Routing congestion map:
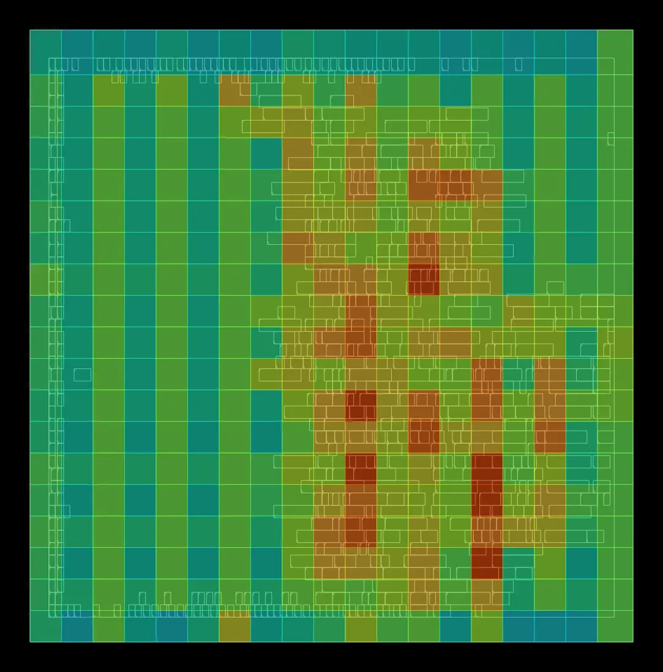
Logic cells by family:
The bar under the picture is 50 um long.
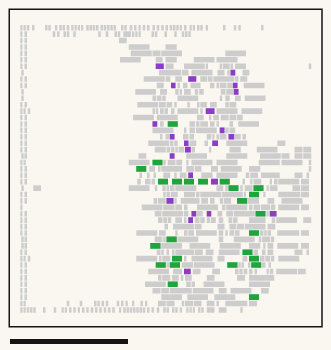
Zoomed window:
The bar under the picture is 5 um long. Region (56, 84) to (76, 104) um. Cells in gray, sequential cells in the stronger gray; small squares are vias.
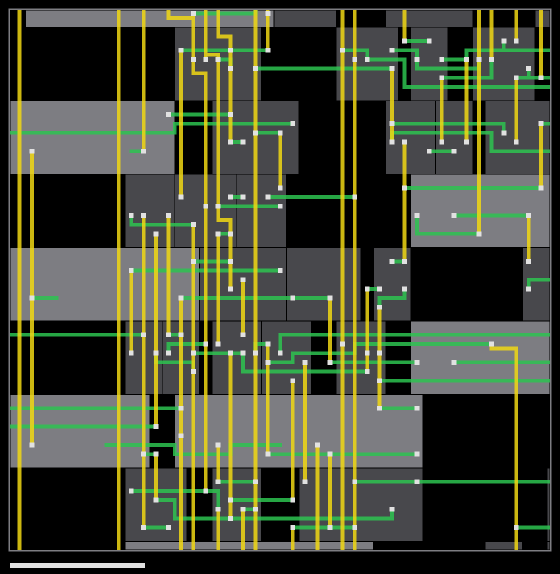
Metal layers overlaid:
The bar under the picture is 50 um long.
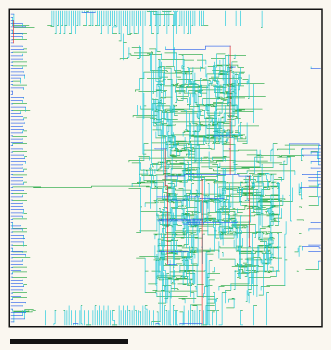
File: config.mk
export PLATFORM = sky130hd
export DESIGN_NAME = cii_starter_top
export DESIGN_NICKNAME = d
export VERILOG_FILES = /design/src/rtl/cii_starter_pkg.sv /design/src/rtl/hex7seg.sv /design/src/rtl/cii_starter_top.sv
export SDC_FILE = /design/constraint.sdc
export NUM_CORES = 1
export LEC_CHECK = 0
export CORE_AREA = 4 4 128 130
export CTS_BUF_LIST = sky130_fd_sc_hd__clkbuf_2 sky130_fd_sc_hd__clkbuf_4 sky130_fd_sc_hd__clkbuf_8
export DETAILED_ROUTE_END_ITERATION = 8
export DIE_AREA = 0 0 132 134
export PLACE_DENSITY = 0.78
export SLEW_MARGIN = 20
export SYNTH_ARGS = -nofsm -noshare
export SYNTH_HDL_FRONTEND = slang
export SYNTH_SLANG_ARGS = --single-unit
File: constraint.sdc
create_clock -name CLOCK_24 -period 2.5 [get_ports CLOCK_24]
set_input_delay 0.5 -clock CLOCK_24 [delete_from_list [all_inputs] [get_ports CLOCK_24]]
set_output_delay 0.5 -clock CLOCK_24 [all_outputs]
set_load 0.02 [all_outputs]
File: src/rtl/cii_starter_pkg.sv
// Shared constants for the DE1 starter top level.
// SEG7_LUT: active-low seven-segment codes for hex digits 0..F (bit0 = a ... bit6 = g).
// Tie-off constants: idle levels for the unused board interfaces.
package cii_starter_pkg;

  localparam logic [6:0] SEG7_LUT [16] = '{
    7'h40, 7'h79, 7'h24, 7'h30, 7'h19, 7'h12, 7'h02, 7'h78,
    7'h00, 7'h10, 7'h08, 7'h03, 7'h46, 7'h21, 7'h06, 7'h0E
  };

  localparam logic [6:0] SEG7_ZERO = 7'h40;

  // Inactive levels: control strobes are active-low, so idle is high.
  localparam logic TIE_HI = 1'b1;
  localparam logic TIE_LO = 1'b0;

  localparam int unsigned DRAM_ADDR_W = 12;
  localparam int unsigned DRAM_DQ_W   = 16;
  localparam int unsigned FL_ADDR_W   = 22;
  localparam int unsigned FL_DQ_W     = 8;
  localparam int unsigned SRAM_ADDR_W = 18;
  localparam int unsigned SRAM_DQ_W   = 16;
  localparam int unsigned VGA_W       = 4;
  localparam int unsigned GPIO_W      = 36;

endpackage

File: src/rtl/hex7seg.sv
// Registered hex-to-seven-segment decoder.
// Ports: clk, rst_n (async active-low), hex (4-bit digit), seg (7-bit active-low segments).
// seg resets to the "0" glyph.
module hex7seg
  import cii_starter_pkg::*;
(
  input  logic       clk,
  input  logic       rst_n,
  input  logic [3:0] hex,
  output logic [6:0] seg
);

  logic [6:0] seg_q;

  always_ff @(posedge clk or negedge rst_n) begin
    if (!rst_n) begin
      seg_q <= SEG7_ZERO;
    end else begin
      seg_q <= SEG7_LUT[hex];
    end
  end

  assign seg = seg_q;

endmodule

File: src/rtl/cii_starter_top.sv
// DE1 board top level: prescaled 16-bit counter shown on HEX3..HEX0 and LEDG,
// switches mirrored on LEDR, all other board interfaces parked inactive / high-Z.
// Clock: CLOCK_24[0]. Reset: KEY[0] (async assert, 2-flop synchronized release).
// SW[9] freezes prescaler and counter (2-flop synchronized).
module cii_starter_top
  import cii_starter_pkg::*;
#(
  parameter int unsigned PRESCALE = 24_000_000
) (
  input  logic [1:0]  CLOCK_24,
  input  logic [1:0]  CLOCK_27,
  input  logic        CLOCK_50,
  input  logic        EXT_CLOCK,
  input  logic [3:0]  KEY,
  input  logic [9:0]  SW,
  output logic [6:0]  HEX0,
  output logic [6:0]  HEX1,
  output logic [6:0]  HEX2,
  output logic [6:0]  HEX3,
  output logic [7:0]  LEDG,
  output logic [9:0]  LEDR,
  output logic        UART_TXD,
  input  logic        UART_RXD,
  inout  wire  [DRAM_DQ_W-1:0] DRAM_DQ,
  output logic [DRAM_ADDR_W-1:0] DRAM_ADDR,
  output logic        DRAM_LDQM,
  output logic        DRAM_UDQM,
  output logic        DRAM_WE_N,
  output logic        DRAM_CAS_N,
  output logic        DRAM_RAS_N,
  output logic        DRAM_CS_N,
  output logic        DRAM_BA_0,
  output logic        DRAM_BA_1,
  output logic        DRAM_CLK,
  output logic        DRAM_CKE,
  inout  wire  [FL_DQ_W-1:0] FL_DQ,
  output logic [FL_ADDR_W-1:0] FL_ADDR,
  output logic        FL_WE_N,
  output logic        FL_RST_N,
  output logic        FL_OE_N,
  output logic        FL_CE_N,
  inout  wire  [SRAM_DQ_W-1:0] SRAM_DQ,
  output logic [SRAM_ADDR_W-1:0] SRAM_ADDR,
  output logic        SRAM_UB_N,
  output logic        SRAM_LB_N,
  output logic        SRAM_WE_N,
  output logic        SRAM_CE_N,
  output logic        SRAM_OE_N,
  inout  wire         SD_DAT,
  inout  wire         SD_DAT3,
  inout  wire         SD_CMD,
  output wire         SD_CLK,
  inout  wire         I2C_SDAT,
  output wire         I2C_SCLK,
  input  logic        PS2_DAT,
  input  logic        PS2_CLK,
  input  logic        TDI,
  input  logic        TCK,
  input  logic        TCS,
  output logic        TDO,
  output logic        VGA_HS,
  output logic        VGA_VS,
  output logic [VGA_W-1:0] VGA_R,
  output logic [VGA_W-1:0] VGA_G,
  output logic [VGA_W-1:0] VGA_B,
  inout  wire         AUD_ADCLRCK,
  input  logic        AUD_ADCDAT,
  inout  wire         AUD_DACLRCK,
  output wire         AUD_DACDAT,
  inout  wire         AUD_BCLK,
  output wire         AUD_XCK,
  inout  wire  [GPIO_W-1:0] GPIO_0,
  inout  wire  [GPIO_W-1:0] GPIO_1
);

  localparam logic [24:0] PreMax = 25'(PRESCALE - 1);

  logic clk;
  logic key_rst_n;
  assign clk       = CLOCK_24[0];
  assign key_rst_n = KEY[0];

  // Reset: asserts asynchronously, releases on the 2nd rising edge after KEY[0] rises.
  logic [1:0] rst_sync_q;
  logic       rst_n;

  always_ff @(posedge clk or negedge key_rst_n) begin
    if (!key_rst_n) begin
      rst_sync_q <= 2'b00;
    end else begin
      rst_sync_q <= {rst_sync_q[0], 1'b1};
    end
  end

  assign rst_n = rst_sync_q[1];

  logic [1:0]  hold_sync_q;
  logic        hold;
  logic [24:0] pre_q, pre_d;
  logic [15:0] cnt_q, cnt_d;
  logic [7:0]  ledg_q;
  logic        tick;

  assign hold = hold_sync_q[1];
  assign tick = !hold && (pre_q == PreMax);

  always_comb begin
    pre_d = pre_q;
    cnt_d = cnt_q;
    if (!hold) begin
      if (tick) begin
        pre_d = '0;
        cnt_d = cnt_q + 16'd1;
      end else begin
        pre_d = pre_q + 25'd1;
      end
    end
  end

  always_ff @(posedge clk or negedge rst_n) begin
    if (!rst_n) begin
      hold_sync_q <= 2'b00;
      pre_q       <= '0;
      cnt_q       <= '0;
      ledg_q      <= '0;
    end else begin
      hold_sync_q <= {hold_sync_q[0], SW[9]};
      pre_q       <= pre_d;
      cnt_q       <= cnt_d;
      ledg_q      <= cnt_q[7:0];
    end
  end

  logic [6:0] hex_seg [4];

  for (genvar i = 0; i < 4; i++) begin : g_hex
    hex7seg u_hex7seg (
      .clk   (clk),
      .rst_n (rst_n),
      .hex   (cnt_q[4*i +: 4]),
      .seg   (hex_seg[i])
    );
  end

  assign HEX0 = hex_seg[0];
  assign HEX1 = hex_seg[1];
  assign HEX2 = hex_seg[2];
  assign HEX3 = hex_seg[3];
  assign LEDG = ledg_q;
  assign LEDR = SW;

  assign UART_TXD   = TIE_HI;
  assign TDO        = TIE_LO;
  assign VGA_HS     = TIE_LO;
  assign VGA_VS     = TIE_LO;
  assign VGA_R      = '0;
  assign VGA_G      = '0;
  assign VGA_B      = '0;
  assign DRAM_CS_N  = TIE_HI;
  assign DRAM_RAS_N = TIE_HI;
  assign DRAM_CAS_N = TIE_HI;
  assign DRAM_WE_N  = TIE_HI;
  assign DRAM_LDQM  = TIE_HI;
  assign DRAM_UDQM  = TIE_HI;
  assign DRAM_CKE   = TIE_LO;
  assign DRAM_CLK   = TIE_LO;
  assign DRAM_BA_0  = TIE_LO;
  assign DRAM_BA_1  = TIE_LO;
  assign DRAM_ADDR  = '0;
  assign FL_CE_N    = TIE_HI;
  assign FL_OE_N    = TIE_HI;
  assign FL_WE_N    = TIE_HI;
  assign FL_RST_N   = TIE_HI;
  assign FL_ADDR    = '0;
  assign SRAM_CE_N  = TIE_HI;
  assign SRAM_OE_N  = TIE_HI;
  assign SRAM_WE_N  = TIE_HI;
  assign SRAM_UB_N  = TIE_HI;
  assign SRAM_LB_N  = TIE_HI;
  assign SRAM_ADDR  = '0;

  assign DRAM_DQ     = 'z;
  assign FL_DQ       = 'z;
  assign SRAM_DQ     = 'z;
  assign SD_DAT      = 1'bz;
  assign SD_DAT3     = 1'bz;
  assign SD_CMD      = 1'bz;
  assign SD_CLK      = 1'bz;
  assign I2C_SDAT    = 1'bz;
  assign I2C_SCLK    = 1'bz;
  assign AUD_ADCLRCK = 1'bz;
  assign AUD_DACLRCK = 1'bz;
  assign AUD_DACDAT  = 1'bz;
  assign AUD_BCLK    = 1'bz;
  assign AUD_XCK     = 1'bz;
  assign GPIO_0      = 'z;
  assign GPIO_1      = 'z;

  logic unused_inputs;
  assign unused_inputs = ^{CLOCK_24[1], CLOCK_27, CLOCK_50, EXT_CLOCK, KEY[3:1], UART_RXD,
                           PS2_DAT, PS2_CLK, TDI, TCK, TCS, AUD_ADCDAT};

endmodule

==> flow_summary.yaml <==
# physical design summary
outcome:
  status: "completed"
die:
  die_height_um: 134
  io_pins: 283
  core_area_um2: 15100
  die_w_um: 132
  fp-utilization: 0.374
  die_area_um2: 17700
  rows: 45
sta:
  slew_viol_final: 0
  fmax_mhz: 481
  setup_tns_ps: 0
  worstMarginPinSlew_ps: 635
  fin_ws_ps: 421
  hold_viol: 0
  slew_headroom: 0.577
  finalClockPeriodUsage: 0.832
  fin_worst_skew_ps: 9.79
  finalSetupViolations: 0
placed_design:
  portBuffers: 39
  routabilityCongestion: 0.795
  dp_slack_ps: 410
setup_path:
  r2r_end: "pre_q[19]$_DFFE_PN0N_"
  cpMostUsedCell: "clkdlybuf4s50_1"
  arrival_ps: 1580
  rr_startpoint: "hold_sync_q[1]$_DFF_PN0_"
  end_kind: "primary output"
  rr_worst_depth: 4
  path_depth: 2
  start_kind: "primary input"
  startpoint: "SW[9]"
  critical_path.top_delay_family: "buffers and inverters"
  worstPathRequired_ps: 2000
  crit_path_max_incr_delay_ps: 600
  path_max_fanout: 2
  path_class: "primary input to primary output"
routing:
  drc: 0
  vias_per_cell: 4.15
  initialDrtViolationCount: 123
  dr.pass1.iters: 4
cells_and_area:
  drive_above_1_share: 0.0642
  syn2layout_area_growth_pct: -0.883
  antennaDiodeCount: 0
  finalNetCount: 670
  nFillCells: 1540
synth:
  yosysUniqueCellTypes: 47
  synthesis.area_um2: 5670
  topCombFamilyByArea: "buffers and inverters"
  yosys_area_um2: 5670
  synth-compound-area-share: 0.0481
  yosysWarningCount: 0
  ff_type: "dfrtp_1"
  mux_area_frac: 0.0406
  syn_inst: 592
  ys_sh_adder: 0.0552
  synth_flops: 81
clocking:
  cts-resized-gates: 0
  cts_sinks: 81
  htree_levels: 3
  ctsRootBufferMaster: "clkbuf_8"
  cts_setup_buffers: 0
  worstSkewPairLatency_ps: 360
  cts_tree: "built"
  cts_buffers: 9
  clk_pin_slew_worst_paths_ps: 80
grt:
  grt_pass1_vias: 3089
  grt_first_pass_wirelength_um: 14800
power:
  p_per_area_nw_per_um2: 503
hold_path:
  min_path_type: "primary input to asynchronous set/reset pin"
flow_run:
  warnings: 61
About 'routing congestion map':
GRT busiest layer: met2
routing usage on met2: 0.166
final core utilization: 0.371
met3 Use GR: 0.0173

About 'logic cells by family':
| family | color | cells | most used |
|---|---|---|---|
| adder and majority cells | green | 25 | ha_1 |
| AND and OR gates | purple | 23 | and3_1 |
multi-input combinational area share: 0.468
most instantiated logic cell after routing: conb_1
final cell count without fillers: 811

About 'zoomed window':
| layer | color |
|---|---|
| met2 | yellow |
| met1 | green |
sequential cells in the window: 6
most frequent: dfrtp_1 (6), nand2_1 (4)
netlist names of flops here include: pre_q (6)
cells with their middle in the window: 29

About 'metal layers overlaid':
| layer | color | wire length |
|---|---|---|
| met3 | blue | 653 um |
| met4 | red | 205 um |
| met1 | green | 3770 um |
| met2 | cyan | 4810 um |
Routed WL per cell: 11.6 um
gr usage total: 0.101
Detailed Route WL: 9430 um
vias post-DR: 3362

power by group:
group | switching, W | internal (W)
logic | 0.000350 | 0.0000483
registers | 0.0000563 | 0.00135
clock network | 0.000479 | 0.000541
cell usage after synthesis, drive strengths merged (4+ instances only):
| master | n |
|---|---|
| nand3 | 9 |
| nor3 | 14 |
| nand4 | 17 |
| nor2b | 6 |
| nor4 | 7 |
| o31ai | 4 |
| ha | 25 |
| clkbuf | 11 |
| a22o | 7 |
| dfrtp | 77 |
| nand2 | 24 |
| and3 | 7 |
| a21oi | 11 |
| o21ai | 19 |
| mux2i | 14 |
| inv | 13 |
| xnor2 | 15 |
| dfstp | 4 |
| nor2 | 25 |
| buf | 229 |
| xor2 | 17 |
layer usage:
layer	routed length [um]	share of wire	vias up
met2	4810	0.51	159
met4	204	0.022	0
met5	0	0	-
met1	3770	0.40	1608
li1	-	-	1580
met3	652	0.069	15
sequential cells by signal (all words and copies together) (netlist names):
register / flops
hold_sync_q: 2
LEDG: 8
cnt_q: 16
rst_sync_q: 2
g_hex.u_hex7seg.seg: 28
pre_q: 25
per-stage QoR:
stage	std cells	power [W]	util	hold WS, ps	cell area, um^2
after global routing	811	0.00295	0.371	270	5620
after detailed placement	795	0.00182	0.357	321	5400
after floorplan	801	0.00205	-	204	6450
after global placement	795	0.00181	0.357	304	5400
after CTS	811	0.00285	0.371	268	5620
final	811	0.00283	0.371	291	5620
cell type report:
cell class,instances,area [um^2],area share
multi-input combinational,467,2630,0.468
clock inverter,4,50.0,0.00891
clock buffer,12,165,0.0294
timing repair buffer,46,455,0.0811
tap,188,235,0.0419
inverter,13,48.8,0.00868
sequential,81,2030,0.362
No activity file was given, so power comes from the tool's default toggle rates.
